===== src/rtl/lsu_dmem_master.sv =====
// Single-outstanding RV32I load/store initiator on a valid/ready dmem port with a 1-cycle response.
// Optional macro LSU_MISALIGN_TRAP_EN: misaligned H/W accesses fault instead of being aligned down.
module lsu_dmem_master #(
  parameter int RD_W           = 5,
  parameter int TIMEOUT_CYCLES = 16
) (
  input  logic            clk_i,
  input  logic            rst_i,
  input  logic            req_valid_i,
  output logic            req_ready_o,
  input  logic            req_is_store_i,
  input  logic [2:0]      req_funct3_i,
  input  logic [31:0]     req_addr_i,
  input  logic [31:0]     req_wdata_i,
  input  logic [RD_W-1:0] req_rd_i,
  output logic            mem_valid_o,
  input  logic            mem_ready_i,
  output logic            mem_we_o,
  output logic [3:0]      mem_be_o,
  output logic [31:0]     mem_addr_o,
  output logic [31:0]     mem_wdata_o,
  input  logic            mem_rvalid_i,
  output logic            mem_rready_o,
  input  logic [31:0]     mem_rdata_i,
  output logic            wb_valid_o,
  input  logic            wb_ready_i,
  output logic            wb_we_o,
  output logic [RD_W-1:0] wb_rd_o,
  output logic [31:0]     wb_data_o,
  output logic            wb_err_o,
  output logic [1:0]      state_dbg_o
);

  localparam int              CNT_W    = $clog2(TIMEOUT_CYCLES) + 1;
  localparam logic [CNT_W-1:0] CNT_LAST = CNT_W'(TIMEOUT_CYCLES - 1);

  typedef enum logic [1:0] {
    S_IDLE     = 2'd0,
    S_REQ      = 2'd1,
    S_WAIT_RSP = 2'd2,
    S_RESP     = 2'd3
  } state_e;

  // Handshake rule on every port: a transfer happens on a rising edge where valid and ready are both high.
  state_e            state_q, state_d;
  logic              is_store_q, is_store_d;
  logic [2:0]        funct3_q, funct3_d;
  logic [31:0]       addr_q, addr_d;
  logic [31:0]       wdata_q, wdata_d;
  logic [RD_W-1:0]   rd_q, rd_d;
  logic [31:0]       data_q, data_d;
  logic              err_q, err_d;
  logic [CNT_W-1:0]  cnt_q, cnt_d;

  logic              illegal_op;
  logic              misaligned;
  logic [31:0]       addr_eff;
  logic              timeout;
  logic [3:0]        be;
  logic [31:0]       wdata_lanes;
  logic [31:0]       rd_shift_b;
  logic [31:0]       rd_shift_h;
  logic [31:0]       load_ext;

  always_comb begin
    illegal_op = (req_funct3_i == 3'b011) || (req_funct3_i[2:1] == 2'b11) ||
                 (req_is_store_i && req_funct3_i[2]);
    addr_eff   = req_addr_i;
    misaligned = 1'b0;
`ifdef LSU_MISALIGN_TRAP_EN
    misaligned = ((req_funct3_i[1:0] == 2'b01) && req_addr_i[0]) ||
                 ((req_funct3_i[1:0] == 2'b10) && (req_addr_i[1:0] != 2'b00));
`else
    if (req_funct3_i[1:0] == 2'b01) begin
      addr_eff[0] = 1'b0;
    end else if (req_funct3_i[1:0] == 2'b10) begin
      addr_eff[1:0] = 2'b00;
    end
`endif
  end

  // Lane steering works from the latched (already aligned) address.
  always_comb begin
    case (funct3_q[1:0])
      2'b00: begin
        be          = 4'b0001 << addr_q[1:0];
        wdata_lanes = {4{wdata_q[7:0]}};
      end
      2'b01: begin
        be          = 4'b0011 << {addr_q[1], 1'b0};
        wdata_lanes = {2{wdata_q[15:0]}};
      end
      default: begin
        be          = 4'b1111;
        wdata_lanes = wdata_q;
      end
    endcase
    rd_shift_b = mem_rdata_i >> {addr_q[1:0], 3'b000};
    rd_shift_h = mem_rdata_i >> {addr_q[1], 4'b0000};
    case (funct3_q)
      3'b000:  load_ext = {{24{rd_shift_b[7]}}, rd_shift_b[7:0]};
      3'b100:  load_ext = {24'd0, rd_shift_b[7:0]};
      3'b001:  load_ext = {{16{rd_shift_h[15]}}, rd_shift_h[15:0]};
      3'b101:  load_ext = {16'd0, rd_shift_h[15:0]};
      default: load_ext = mem_rdata_i;
    endcase
  end

  assign timeout = (cnt_q >= CNT_LAST);

  always_comb begin
    state_d    = state_q;
    is_store_d = is_store_q;
    funct3_d   = funct3_q;
    addr_d     = addr_q;
    wdata_d    = wdata_q;
    rd_d       = rd_q;
    data_d     = data_q;
    err_d      = err_q;
    cnt_d      = cnt_q;

    req_ready_o  = 1'b0;
    mem_valid_o  = 1'b0;
    mem_we_o     = 1'b0;
    mem_be_o     = 4'b0000;
    mem_addr_o   = 32'd0;
    mem_wdata_o  = 32'd0;
    mem_rready_o = 1'b0;
    wb_valid_o   = 1'b0;
    wb_we_o      = 1'b0;
    wb_rd_o      = '0;
    wb_data_o    = 32'd0;
    wb_err_o     = 1'b0;

    case (state_q)
      S_IDLE: begin
        req_ready_o = !rst_i;
        if (req_valid_i) begin
          is_store_d = req_is_store_i;
          funct3_d   = req_funct3_i;
          addr_d     = addr_eff;
          wdata_d    = req_wdata_i;
          rd_d       = req_rd_i;
          data_d     = 32'd0;
          cnt_d      = '0;
          if (illegal_op || misaligned) begin
            err_d   = 1'b1;
            state_d = S_RESP;
          end else begin
            err_d   = 1'b0;
            state_d = S_REQ;
          end
        end
      end
      S_REQ: begin
        mem_valid_o  = 1'b1;
        mem_rready_o = 1'b1;
        mem_we_o     = is_store_q;
        mem_be_o     = be;
        mem_addr_o   = addr_q;
        mem_wdata_o  = wdata_lanes;
        cnt_d        = cnt_q + 1'b1;
        if (mem_ready_i) begin
          state_d = S_WAIT_RSP;
        end else if (timeout) begin
          err_d   = 1'b1;
          data_d  = 32'd0;
          state_d = S_RESP;
        end
      end
      S_WAIT_RSP: begin
        mem_rready_o = 1'b1;
        cnt_d        = cnt_q + 1'b1;
        if (mem_rvalid_i) begin
          data_d  = is_store_q ? 32'd0 : load_ext;
          state_d = S_RESP;
        end else if (timeout) begin
          err_d   = 1'b1;
          data_d  = 32'd0;
          state_d = S_RESP;
        end
      end
      S_RESP: begin
        wb_valid_o = 1'b1;
        wb_we_o    = !is_store_q && !err_q;
        wb_rd_o    = rd_q;
        wb_data_o  = data_q;
        wb_err_o   = err_q;
        if (wb_ready_i) begin
          state_d = S_IDLE;
        end
      end
      default: state_d = S_IDLE;
    endcase
  end

  always_ff @(posedge clk_i or posedge rst_i) begin
    if (rst_i) begin
      state_q    <= S_IDLE;
      is_store_q <= 1'b0;
      funct3_q   <= 3'd0;
      addr_q     <= 32'd0;
      wdata_q    <= 32'd0;
      rd_q       <= '0;
      data_q     <= 32'd0;
      err_q      <= 1'b0;
      cnt_q      <= '0;
    end else begin
      state_q    <= state_d;
      is_store_q <= is_store_d;
      funct3_q   <= funct3_d;
      addr_q     <= addr_d;
      wdata_q    <= wdata_d;
      rd_q       <= rd_d;
      data_q     <= data_d;
      err_q      <= err_d;
      cnt_q      <= cnt_d;
    end
  end

  assign state_dbg_o = state_q;

endmodule


===== config.mk =====
export PLATFORM = sky130hd
export DESIGN_NAME = lsu_dmem_master
export DESIGN_NICKNAME = d
export VERILOG_FILES = /design/src/rtl/lsu_dmem_master.sv
export SDC_FILE = /design/constraint.sdc
export NUM_CORES = 1
export LEC_CHECK = 0
export ABC_AREA = 1
export CORE_MARGIN = 3
export CORE_UTILIZATION = 46
export CTS_BUF_LIST = sky130_fd_sc_hd__clkbuf_4 sky130_fd_sc_hd__clkbuf_8 sky130_fd_sc_hd__clkbuf_16
export CTS_CLUSTER_SIZE = 8
export DETAILED_ROUTE_END_ITERATION = 8
export GPL_ROUTABILITY_DRIVEN = 0
export PLACE_DENSITY_LB_ADDON = 0.2
export SLEW_MARGIN = 20
export SYNTH_ARGS = -nofsm -noshare
export SYNTH_HDL_FRONTEND = slang
export SYNTH_SLANG_ARGS = --single-unit

===== constraint.sdc =====
create_clock -name clk_i -period 4.1 [get_ports clk_i]
set_input_delay 0.615 -clock clk_i [delete_from_list [all_inputs] [get_ports clk_i]]
set_output_delay 0.615 -clock clk_i [all_outputs]
set_load 0.01 [all_outputs]

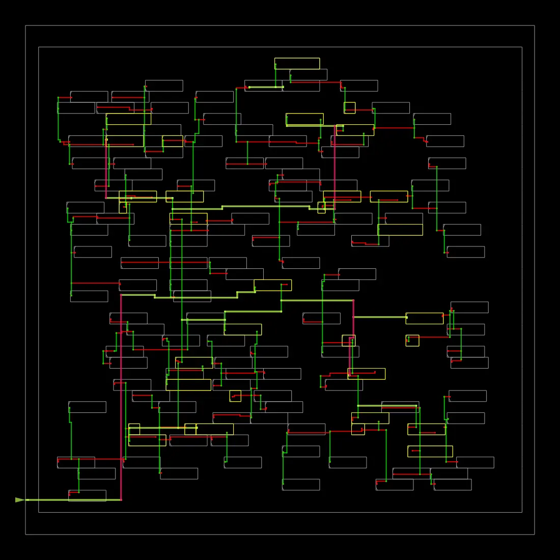
**Above:** clock nets.
CTS buffer count: 17
Worst Skew: 10.5 ps
total of clock buffers placed in the layout: 19
flip-flops: 113
CTS Sinks: 113

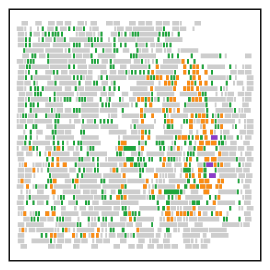
**Above:** selected gate families.
Drawn at 2 px/um.
legend:
  mux cells:
    color: purple
    cells: 3
  aoi and oai cells:
    color: orange
    cells: 158
  nand cells:
    color: green
    cells: 413
    where: spread over the die

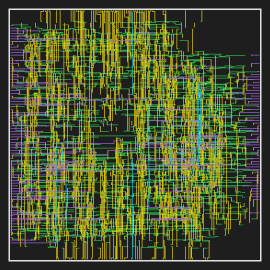
**Above:** metal layers overlaid.
Drawn at 2 px/um.
legend:
  M3:
    color: purple
    wire_length: 2310 um
  M1:
    color: green
    wire_length: 8630 um
  M4:
    color: cyan
    wire_length: 600 um
  M2:
    color: yellow
    wire_length: 10500 um
global-route usage over all layers: 0.281
DR WL/cell: 16.4 um
DR vias: 6966
overall routed net length: 22000 um

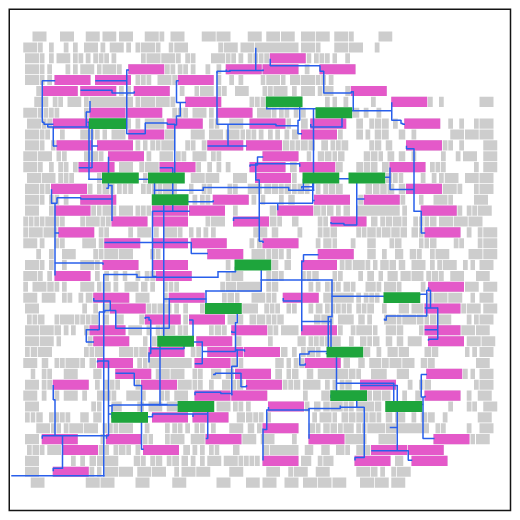
**Above:** clock network drawn from the DEF.
Drawn at 4 px/um.
legend:
  clock wires:
    color: blue
    length: 1530 um
  clock-net drivers:
    color: green
    count: 17
  flip-flops:
    color: magenta
    count: 113
flops lie: spread over the die
clock share of power: 0.245
P_clk: 1.64 mW

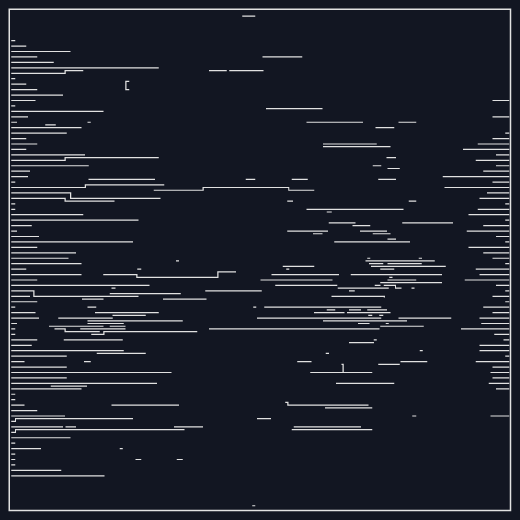
**Above:** signal wires on met3.
Drawn at 4 px/um.
share of all routed wire: 11%
longest straight run: 42.3 um
wire length on this layer: 2310 um
nets with wire on the layer: 198
GR Util met3: 0.0977

==> summary.txt <==
impl run done, here's what came out: PD cells 706 nW/um^2, Yosys Chip Area 6510 sq um, FFs w/ async S/R, synth 1.00, WP data required 3480 ps, CP Class register to output port, pre-CTS WS around 1200 ps, Mapped Area 6510 sq um, fin crit period 3310 ps, post-CTS sizing 0, achievable frequency 302 MHz, final hold violations 0, CP Launch Type register, status completed, Slew HR 0.346, n_diodes 0, global route total overflow 0, RSZ-0062 raised after global routing false, Tot Pwr 6.70 mW, DP HPWL 15300 um, post-CTS setup buffer count 0, worst-case reg-to-reg path depth 10, worst r2r src state_dbg_o[1], max_cap viols 0, Synth Net Count 1068, ys flops 113, Latency at later pin ~420 ps, number of nets with antenna violations after routing 0, Core Area 13600 sq um, die height 125 um, Ys Warns 0, Final Cycle Share 0.807, Min-Delay Path Class register to register, Root Driver clkbuf_16, Reg clk slew, reported paths roughly 50 ps, Inst Count DP 1311, largest net degree at the start of global routing just under 80, tally of OpenROAD warnings 29, ys cells 951, EDFF count, synth 0, most frequent cell after synthesis nand2_1, hold_buf cts 0, Syn-to-layout area delta 45.7%, 1st-iter DRT viols 703, final cell count without fillers 1343, top cells by count, synth nand2_1 (385), inv_1 (115), dfrtp_1 (113), nor2_1 (68), o21ai_0 (51), Clock Path Buffers 2, first-pass GRT wire length between 30000 and 40000 um, setup TNS 0 ps, DRC Markers 0, worst-path fanout max around 64, Endpoint, Worst Hold cnt_q[3], largest area contributor in the netlist dfrtp_1, Syn Inst Count 951, nets around 1300, Synth Flop Type dfrtp_1, syn avg cell area 6.85 sq um, vias per cell just over 5, number of global-route vias before repair around 7000, site row count 42, Synth Seq Share 0.434, CTS tree done, chip area roughly 16000 sq um, Worst Setup Slack, final 790 ps, CP Data Arrival Time 2700 ps, Netlist cell types 32, Final Cell Area around 9500 sq um, Peak VDD IR 0.448 mV, post-layout util 0.699, Die X 125 um, Cell area leaders dfrtp_1 (43%), nand2_1 (22%), inv_1 (6.6%), final hold slack 475 ps, reg2reg end err_q, # fillers 1145, final setup fails 0, Max-area cell share 0.434, Pre-Place Util 0.480, Min-Delay Startpoint cnt_q[3], initial antenna violation count 0, Lkg Pwr around 5.0 nW, Worst Max-Slew Pin Slew 981 ps, reg2reg setup slack 1390 ps, number of I/O port buffers ~220, share of cells above drive strength 1 0.0591, Pre-antenna DRT Iters 5, H-tree levels 4, hold depth 1, # IOs 225, Pins Over Slew Limit 0, area post-placement ~9000 sq um, critical path capture point type output port
area by class of cell:
cell class | instances | area (sq um) | share of cell area
repair buffers | 231 | 2310 | 0.243
clock inverters | 13 | 209 | 0.0220
well taps | 176 | 220 | 0.0232
multi-input cells | 664 | 2990 | 0.315
clock buffers | 19 | 447 | 0.0471
flip-flops and latches | 113 | 2830 | 0.298
inverters | 127 | 482 | 0.0508
worst max path at each step:
stage                              start         endpoint  slack [ps]
after detailed placement  state_dbg_o[1]      mem_be_o[3]        1250
after global placement    state_dbg_o[1]  mem_wdata_o[10]        1270
after floorplan                    rst_i        addr_q[0]         500
after CTS                 state_dbg_o[1]      mem_be_o[3]         780
after global routing      state_dbg_o[1]      mem_be_o[3]         630
final                     state_dbg_o[1]      mem_be_o[3]         790
state kept, by name, indices dropped and copies added (netlist names):
register / cells
rd_q: 5
funct3_q: 3
err_q: 1
state_dbg_o: 2
is_store_q: 1
data_q: 32
addr_q: 32
cnt_q: 5
wdata_q: 32
report_power, final:
| part | leakage, nW | switching [mW] | internal [mW] |
|---|---|---|---|
| Combinational | 3.20 | 1.90 | 1.17 |
| Clock | 0.313 | 0.537 | 1.10 |
| Sequential | 1.45 | 0.417 | 1.57 |
critical path, cell delays in order (launching register included):
cell             delay (ps)
dfrtp_1                 420
inv_1                   120
ha_2                    190
buf_4                   520
o21ai_0                 270
a21oi_1                 170
clkdlybuf4s50_1         560
layer usage:
metal	GRT usage	share of wire	vias up
li1	-	-	3360
met5	0	0	-
met4	0.0989	0.027	0
met3	0.0977	0.11	47
met2	0.460	0.48	346
met1	0.347	0.39	3213
cells in the final DEF, fill, tap and decap left out, types with 2 or more instances in the layout:
master,n
nor2_4,3
nand4_1,2
o2111ai_1,9
buf_4,6
nand2_2,6
nand2_1,384
clkbuf_16,17
inv_1,114
clkinv_4,2
nand3_1,17
clkdlybuf4s50_1,224
nor3_1,6
clkinv_2,2
dfrtp_1,113
nor2_1,68
inv_2,8
o21ai_1,24
o211ai_1,7
ha_1,5
a21oi_1,50
clkinv_1,3
mux2i_1,3
bufinv_16,5
nor2_2,5
nand2_4,2
o22ai_1,16
o21ai_0,51
clkinvlp_4,3
inv_4,2
logic make-up after synthesis:
kind of cell | after synthesis | share of synthesized area
fa+ha+maj | 6 | 0.0115
simple gates | 496 | 0.308
mux | 3 | 0.00461
buf+inv | 174 | 0.107
flops | 113 | 0.434
compound gates | 159 | 0.134
Power and IR drop assume default switching activity.
